$ cat config.mk
export PLATFORM = sky130hd
export DESIGN_NAME = multibyte_add_seq
export DESIGN_NICKNAME = d
export VERILOG_FILES = /design/src/rtl/add_pkg.sv /design/src/rtl/add_8_bit.sv /design/src/rtl/multibyte_add_seq.sv
export SDC_FILE = /design/constraint.sdc
export NUM_CORES = 1
export LEC_CHECK = 0
export CORE_ASPECT_RATIO = 0.7
export CORE_MARGIN = 2
export CORE_UTILIZATION = 40
export DETAILED_ROUTE_END_ITERATION = 8
export PLACE_DENSITY = 0.75
export SYNTH_ARGS = -nofsm -noshare
export SYNTH_HDL_FRONTEND = slang
export SYNTH_SLANG_ARGS = --single-unit
$ cat constraint.sdc
create_clock -name clk -period 2.9 [get_ports clk]
set_clock_uncertainty 0.15 [all_clocks]
set_input_delay 0.29 -clock clk [delete_from_list [all_inputs] [get_ports clk]]
set_output_delay 0.29 -clock clk [all_outputs]
set_load 0.01 [all_outputs]
$ cat src/rtl/add_pkg.sv
// Shared definitions for the byte-serial adder: sequencer states and byte width.
package add_pkg;

  localparam int BYTE_W = 8;

  typedef enum logic [1:0] {
    IDLE = 2'd0,
    RUN  = 2'd1,
    DONE = 2'd2
  } state_t;

endpackage

$ cat src/rtl/add_8_bit.sv
// Combinational 8-bit adder with carry in and carry out.
module add_8_bit
  import add_pkg::*;
(
  input  logic [BYTE_W-1:0] a,
  input  logic [BYTE_W-1:0] b,
  input  logic              carryIn,
  output logic [BYTE_W-1:0] sum,
  output logic              carryOut
);

  logic [BYTE_W:0] full;

  always_comb begin
    full     = {1'b0, a} + {1'b0, b} + {{BYTE_W{1'b0}}, carryIn};
    sum      = full[BYTE_W-1:0];
    carryOut = full[BYTE_W];
  end

endmodule

$ cat src/rtl/multibyte_add_seq.sv
// Byte-serial wide add/subtract: feeds add_8_bit one byte pair per cycle, LSB first,
// carrying between bytes through a register, and presents the result with valid/ready.
module multibyte_add_seq
  import add_pkg::*;
#(
  parameter int NUM_BYTES = 4
) (
  input  logic                   clk,
  input  logic                   rst_n,
  input  logic                   in_valid,
  output logic                   in_ready,
  input  logic [8*NUM_BYTES-1:0] in_a,
  input  logic [8*NUM_BYTES-1:0] in_b,
  input  logic                   in_carry,
  input  logic                   in_sub,
  output logic                   out_valid,
  input  logic                   out_ready,
  output logic [8*NUM_BYTES-1:0] out_sum,
  output logic                   out_carry,
  output logic                   out_ovf
);

  localparam int W     = BYTE_W * NUM_BYTES;
  localparam int IDX_W = $clog2(NUM_BYTES);

  state_t             state, nextState;
  logic [W-1:0]       opA, opB;
  logic [W-1:0]       acc, accNext;
  logic [W-1:0]       outSum;
  logic               outCarry, outOvf;
  logic               carryReg;
  logic [IDX_W-1:0]   idx;
  logic               lastByte;
  logic [BYTE_W-1:0]  byteSum;
  logic               byteCarry;
  logic               byteOvf;

  add_8_bit u_add (
    .a        (opA[BYTE_W-1:0]),
    .b        (opB[BYTE_W-1:0]),
    .carryIn  (carryReg),
    .sum      (byteSum),
    .carryOut (byteCarry)
  );

  // Carry into bit 7 is recovered from the adder's own bits, so the adder needs no extra port.
  assign byteOvf = opA[BYTE_W-1] ^ opB[BYTE_W-1] ^ byteSum[BYTE_W-1] ^ byteCarry;

  always_comb begin
    nextState = state;
    in_ready  = 1'b0;
    out_valid = 1'b0;
    lastByte  = (idx == IDX_W'(NUM_BYTES - 1));
    accNext   = acc;
    accNext[int'(idx)*BYTE_W +: BYTE_W] = byteSum;
    case (state)
      IDLE: begin
        in_ready = 1'b1;
        if (in_valid) nextState = RUN;
      end
      RUN: begin
        if (lastByte) nextState = DONE;
      end
      DONE: begin
        out_valid = 1'b1;
        if (out_ready) nextState = IDLE;
      end
      default: nextState = IDLE;
    endcase
  end

  always_ff @(posedge clk or negedge rst_n) begin
    if (!rst_n) begin
      state    <= IDLE;
      opA      <= '0;
      opB      <= '0;
      acc      <= '0;
      outSum   <= '0;
      outCarry <= 1'b0;
      outOvf   <= 1'b0;
      carryReg <= 1'b0;
      idx      <= '0;
    end else begin
      state <= nextState;
      case (state)
        IDLE: begin
          if (in_valid) begin
            opA      <= in_a;
            opB      <= in_sub ? ~in_b : in_b;
            carryReg <= in_sub ? 1'b1 : in_carry;
            idx      <= '0;
          end
        end
        RUN: begin
          acc      <= accNext;
          carryReg <= byteCarry;
          opA      <= opA >> BYTE_W;
          opB      <= opB >> BYTE_W;
          idx      <= idx + IDX_W'(1);
          // Output registers change only when a new result completes, so they hold otherwise.
          if (lastByte) begin
            outSum   <= accNext;
            outCarry <= byteCarry;
            outOvf   <= byteOvf;
          end
        end
        default: ;
      endcase
    end
  end

  assign out_sum   = outSum;
  assign out_carry = outCarry;
  assign out_ovf   = outOvf;

endmodule

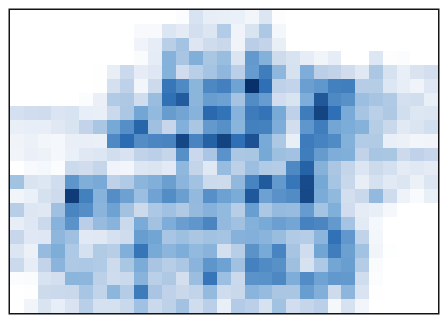
*Signal metal coverage by tile, run 1*
31 x 22 tiles, from white (low) to dark blue (high), scaled to the fullest tile. Values are wire area over tile area, all layers added.
- fullest tile: 0.57
- mean over tiles: 0.16
- nearly empty tiles: 20%
- emptiest ninth of the die: north-west

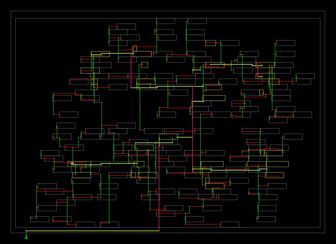
*The clock network, run 1*
TritonCTS buffer count: 17
clk pwr: 2250 uW
clk_buf instances: 20
TritonCTS sink count: 135

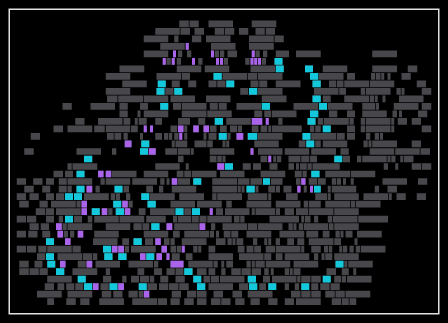
*Gate-type map, run 1*
- AND-OR and OR-AND gates: cyan (cells 69)
- NOR gates: purple (cells 59)

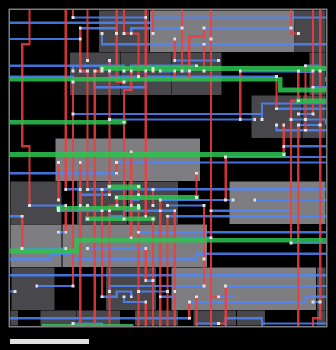
*A small window of the routed layout, run 1*
Bar = 5 microns. Region (68, 67) to (88, 87) microns. Cells in gray, sequential cells in the stronger gray; small squares are vias.
- metal 2: red
- metal 3: green
- metal 1: blue
- netlist names of flops here include: acc (4), out_sum (1)
- sequential cells in the window: 5
- cells with their middle in the window: 15
- most frequent: a221oi_1 (5), dfrtp_1 (5), a22o_1 (3)

run 1: sequential cells by signal, indices dropped and copies added, names as in the netlist:
register / count
idx: 2
out_sum: 32
opA: 32
state: 2
out_carry: 1
opB: 32
out_ovf: 1
acc: 32
carryReg: 1
run 1: layout by cell type (no fill, tap or decap), types with 3 or more instances in the layout:
master and instances:
dfrtp_1 135, clkdlybuf4s50_1 103, nand2_1 51, a21oi_1 47, o21ai_0 45, a22o_1 43
xnor2_1 28, a22oi_1 28, nor2b_1 25, buf_4 24, nor2_1 23, o22a_1 23
clkbuf_16 17, ha_1 13, a221oi_1 12, inv_1 10, xor2_1 10, o31ai_1 8
a32oi_1 8, clkinv_2 5, nand2b_1 4, nor3b_1 4, and2_1 3, nor4_1 3
bufinv_16 3, clkbuf_8 3
==> results.ini, run 1 <==
[run_status]
outcome=complete, no violations

[global_routing]
use_met2=0.328
grt_use_met1=0.308
grt_pass1_wl_microns=28300
grt_pass1_vias=5262
antenna_found_initial=0

[cells_and_area]
sh_comb_area=0.336
nets=790
antenna_cells=0
postLayoutCellArea_sq_um=8340
layout-drive-gt1-share=0.0961
clkCellAreaFrac=0.0738
regArea_sq_um=3380
buffers_excl_clock=130

[yosys]
ff_type=dfrtp_1
ys_types=48
synth.logic.top_family=AND-OR/OR-AND gates
most_common_cell=dfrtp_1
aoi_share=0.255
ys_warn_count=0
edf_count=0

[power]
pwr-share-clk=0.228
power_uw=9830
ir_worst_vdd_uv=571
power_frac_seq=0.323

[placed_design]
pre_cts_ws_ns=0.320

[drt]
wl_met2_microns=7720
drt-met1-wl_microns=8270

[clock_tree]
htreeDepth=4
post_cts_buffers=0
ctsResizeCount=0

[worst_hold_path]
min_path_type=input port to async pin

[setup_path]
cp_data_required_time_ns=3.05
crit_end=out_ovf
slowest_stage=o41ai_1
timing.reg2reg.setup_slack_ns=0.25
cp_top_family=AND-OR/OR-AND gates

[die]
io_pins=106

[final_timing]
finalCritPeriodShare=0.913

### Pin placement, run 1

Bar = 50 microns. Pins as bars across the die edge, other pins in gray.
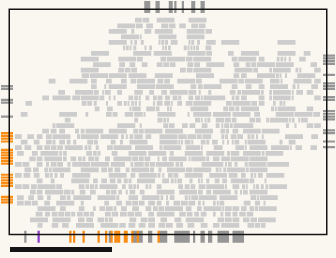

==> run 2: changes to the inputs <==
--- a/config.mk
+++ b/config.mk
@@ -9,7 +9,7 @@
 export CORE_MARGIN = 2
 export CORE_UTILIZATION = 40
 export DETAILED_ROUTE_END_ITERATION = 8
-export PLACE_DENSITY = 0.75
+export GPL_TIMING_DRIVEN = 0
 export SYNTH_ARGS = -nofsm -noshare
 export SYNTH_HDL_FRONTEND = slang
 export SYNTH_SLANG_ARGS = --single-unit
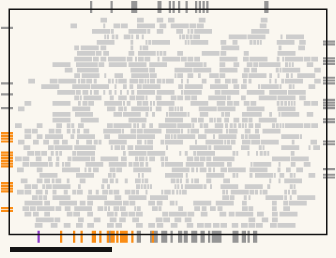
*Pin placement, run 2*
Bar = 50 microns. Pins as bars across the die edge, other pins in gray.
- in_b: orange (pins 32; direction input; edge 16 west, 16 south)
- rst_n: purple (pins 1; direction input; edge south)
die height: 110 microns
Die W: 155 microns
Buffers on Ports: 104

==> run 2 against run 1 <==
  * Cell area up 0.63%
  * Highest routed layer unchanged
  * Combinational power up 2%
  * Sequential share of layout area down 0.25 points
  * Critical endpoint is now out_sum[15]
  * Register-to-register slack worse by 0.09 ns
  * Global-route usage up 0.31 points
==> results.ini, run 2 <==
[setup_path]
worst_r2r_path_depth=6  ; was 8
crit_end=out_sum[15]  ; was out_ovf
crit_path_end_kind=flip-flop  ; unchanged
slowest_stage=xor2_1  ; was o41ai_1
r2r-start=opA[0]  ; unchanged
timing.reg2reg.setup_slack_ns=0.16  ; was 0.25 ns
cp_data_required_time_ns=3.01  ; was 3.05 ns
cp_top_family=AND-OR/OR-AND gates  ; unchanged
path_class=flip-flop to flip-flop  ; unchanged
path_buffers=0  ; was 1

[global_routing]
grt_pass1_vias=5350  ; was 5262
grt_use_total=0.220  ; was 0.216
grt_pass1_wl_microns=28700  ; was 28300 microns
antenna_found_initial=0  ; unchanged
grt_max_degree=83  ; was 54
grt_overflow_total=0  ; unchanged

[cells_and_area]
postLayoutCellArea_sq_um=8390  ; was 8340 sq um
layout-drive-gt1-share=0.0744  ; was 0.0961
layout_top_cell=dfrtp_1  ; unchanged
antenna_cells=0  ; unchanged
nets=811  ; was 790
mostFrequentLayoutCells=135 x dfrtp_1, 103 x clkdlybuf4s50_1, 51 x nand2_1  ; unchanged

[clock_tree]
ctsResizeCount=0  ; unchanged
cts_tree=done  ; unchanged
post_cts_buffers=0  ; unchanged
htreeDepth=4  ; unchanged
cts_sinks=135  ; unchanged
cts_buffers=17  ; unchanged

[power]
pg_clk_uw=2380  ; was 2250 uW
ir_worst_vdd_uv=496  ; was 571 uV
pwr-share-clk=0.239  ; was 0.228
power_frac_seq=0.312  ; was 0.323
power_uw=9990  ; was 9830 uW

[yosys]
synth.logic.top_family=AND-OR/OR-AND gates  ; unchanged
edf_count=0  ; unchanged
ff_type=dfrtp_1  ; unchanged
aoi_share=0.255  ; unchanged
ys_warn_count=0  ; unchanged
ys_area_sq_um=6390  ; unchanged
ys_types=48  ; unchanged
most_common_cell=dfrtp_1  ; unchanged

[final_timing]
finalCritPeriodShare=0.945  ; was 0.913
finalSetupViolCount=0  ; unchanged

[worst_hold_path]
min_path_type=input port to flip-flop  ; was input port to async pin

[drt]
wirelength_microns=17500  ; was 17300 microns
vias=5293  ; was 5223

[placed_design]
pre_cts_ws_ns=0.0670  ; was 0.320 ns

[die]
die-area_sq_um=17000  ; unchanged
io_pins=106  ; unchanged

[run_status]
outcome=complete, no violations  ; unchanged

[run 2: netlist changes by cell type in the layout (fill, tap and decap cells not counted), sizes merged]
cell / previous run / this run
clkinvlp: 1 / 3
bufinv: 3 / 5
clkinv: 8 / 5
clkbuf: 20 / 53
inv: 12 / 11
buf: 26 / 14
[run 2: cell type report]
cell class                      count  area [sq um]
Sequential cell                   135          3380
Multi-Input combinational cell    409          2810
Timing Repair Buffer              108          1090
Clock inverter                     12           200
Inverter                           12          45.0
Clock buffer                       20           447
Fill cell                        1340          7160
Buffer                             43           174
Tap cell                          200           250
[run 2: layer usage]
metal	part of all wire	wire length (microns)	vias up	GRT usage
met5	0	0	-	0
met4	0.011	200	0	0.0675
met3	0.057	999	17	0.0512
met2	0.42	7310	163	0.312
met1	0.51	9040	2660	0.331
li1	-	-	2453	-
### The clock network, run 2

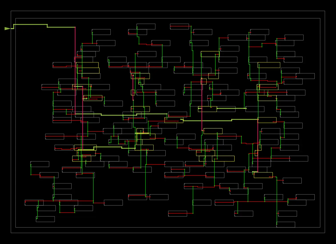

==> run 3: changes to the inputs <==
--- a/config.mk
+++ b/config.mk
@@ -6,7 +6,6 @@
 export NUM_CORES = 1
 export LEC_CHECK = 0
 export CORE_ASPECT_RATIO = 0.7
-export CORE_MARGIN = 2
 export CORE_UTILIZATION = 40
 export DETAILED_ROUTE_END_ITERATION = 8
 export GPL_TIMING_DRIVEN = 0
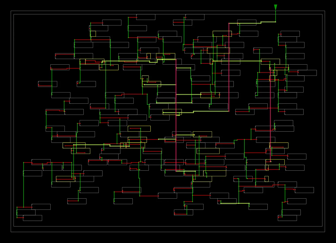
*The clock network, run 3*
clk_buf instances: 19
clk pwr: 2370 uW

==> run 3 against run 2 <==
  * Sequential share of layout area barely moved
  * Count of clock-buffer cells in the layout is 1 lower
  * Register-to-register slack better by 0.04 ns
  * Wire length increased by 0.20%
  * Sequential power is essentially flat
  * Core utilization hardly changed
  * Die size down 3.1%
  * Combinational power hardly changed
  * Cell count fell by 0.21%
  * Critical path depth unchanged
  * Highest routed layer unchanged
==> results.ini, run 3 <==
[placed_design]
pre_cts_ws_ns=0.00155  ; was 0.0670 ns

[global_routing]
gr-usage-met3=0.0568  ; was 0.0512
antenna_found_initial=0  ; unchanged
grt_use_met1=0.339  ; was 0.331
grt_overflow_total=0  ; unchanged
use_met2=0.333  ; was 0.312
grt_pass1_wl_microns=28900  ; was 28700 microns

[die]
io_pins=106  ; unchanged
die_y_microns=108  ; was 110 microns

[setup_path]
r2r-start=opA[0]  ; unchanged
crit_path_end_kind=flip-flop  ; unchanged
timing.reg2reg.setup_slack_ns=0.20  ; was 0.16 ns
slowest_stage=fa_1  ; was xor2_1

[clock_tree]
cts_tree=done  ; unchanged
htreeDepth=4  ; unchanged
cts_sinks=135  ; unchanged
cts_buffers=17  ; unchanged

[final_timing]
finalCritPeriodShare=0.932  ; was 0.945
finalSetupViolCount=0  ; unchanged

[drt]
vias=5277  ; was 5293
wirelength_microns=17600  ; was 17500 microns
wl_met2_microns=7450  ; was 7310 microns

[run_status]
outcome=complete, no violations  ; unchanged

[yosys]
ys_warn_count=0  ; unchanged
ys_area_sq_um=6390  ; unchanged
ff_type=dfrtp_1  ; unchanged

[cells_and_area]
mostFrequentLayoutCells=135 x dfrtp_1, 103 x clkdlybuf4s50_1, 51 x nand2_1  ; unchanged
antenna_cells=0  ; unchanged

[worst_hold_path]
min_path_type=input port to async pin  ; was input port to flip-flop

[power]
power_uw=9980  ; was 9990 uW

## run 3: layout make-up
class / instances / area [sq um] / share of cell area
clock buffer: 19 / 433 / 0.0516
buffer: 43 / 174 / 0.0207
timing repair buffer: 106 / 1080 / 0.129
multi-input combinational: 409 / 2820 / 0.336
clock inverter: 13 / 204 / 0.0243
sequential: 135 / 3380 / 0.403
tap: 200 / 250 / 0.0299
inverter: 12 / 45.0 / 0.00537
## run 3: cells by family after synthesis
group | synth area share
fa+ha+maj | 0.0317
xor+xnor | 0.0521
mux | 0.00353
flops | 0.529
buf+inv | 0.0343
compound gates | 0.255
simple gates | 0.0948
## run 3: repair_timing
item                                    CTS  global route
gates cloned                              0             0
hold endpoints to repair                 36             0
resized                                   1             3
endpoints found under the setup margin    2            15
hold buffers                              1             0
Power is estimated from default activity; no workload was simulated.
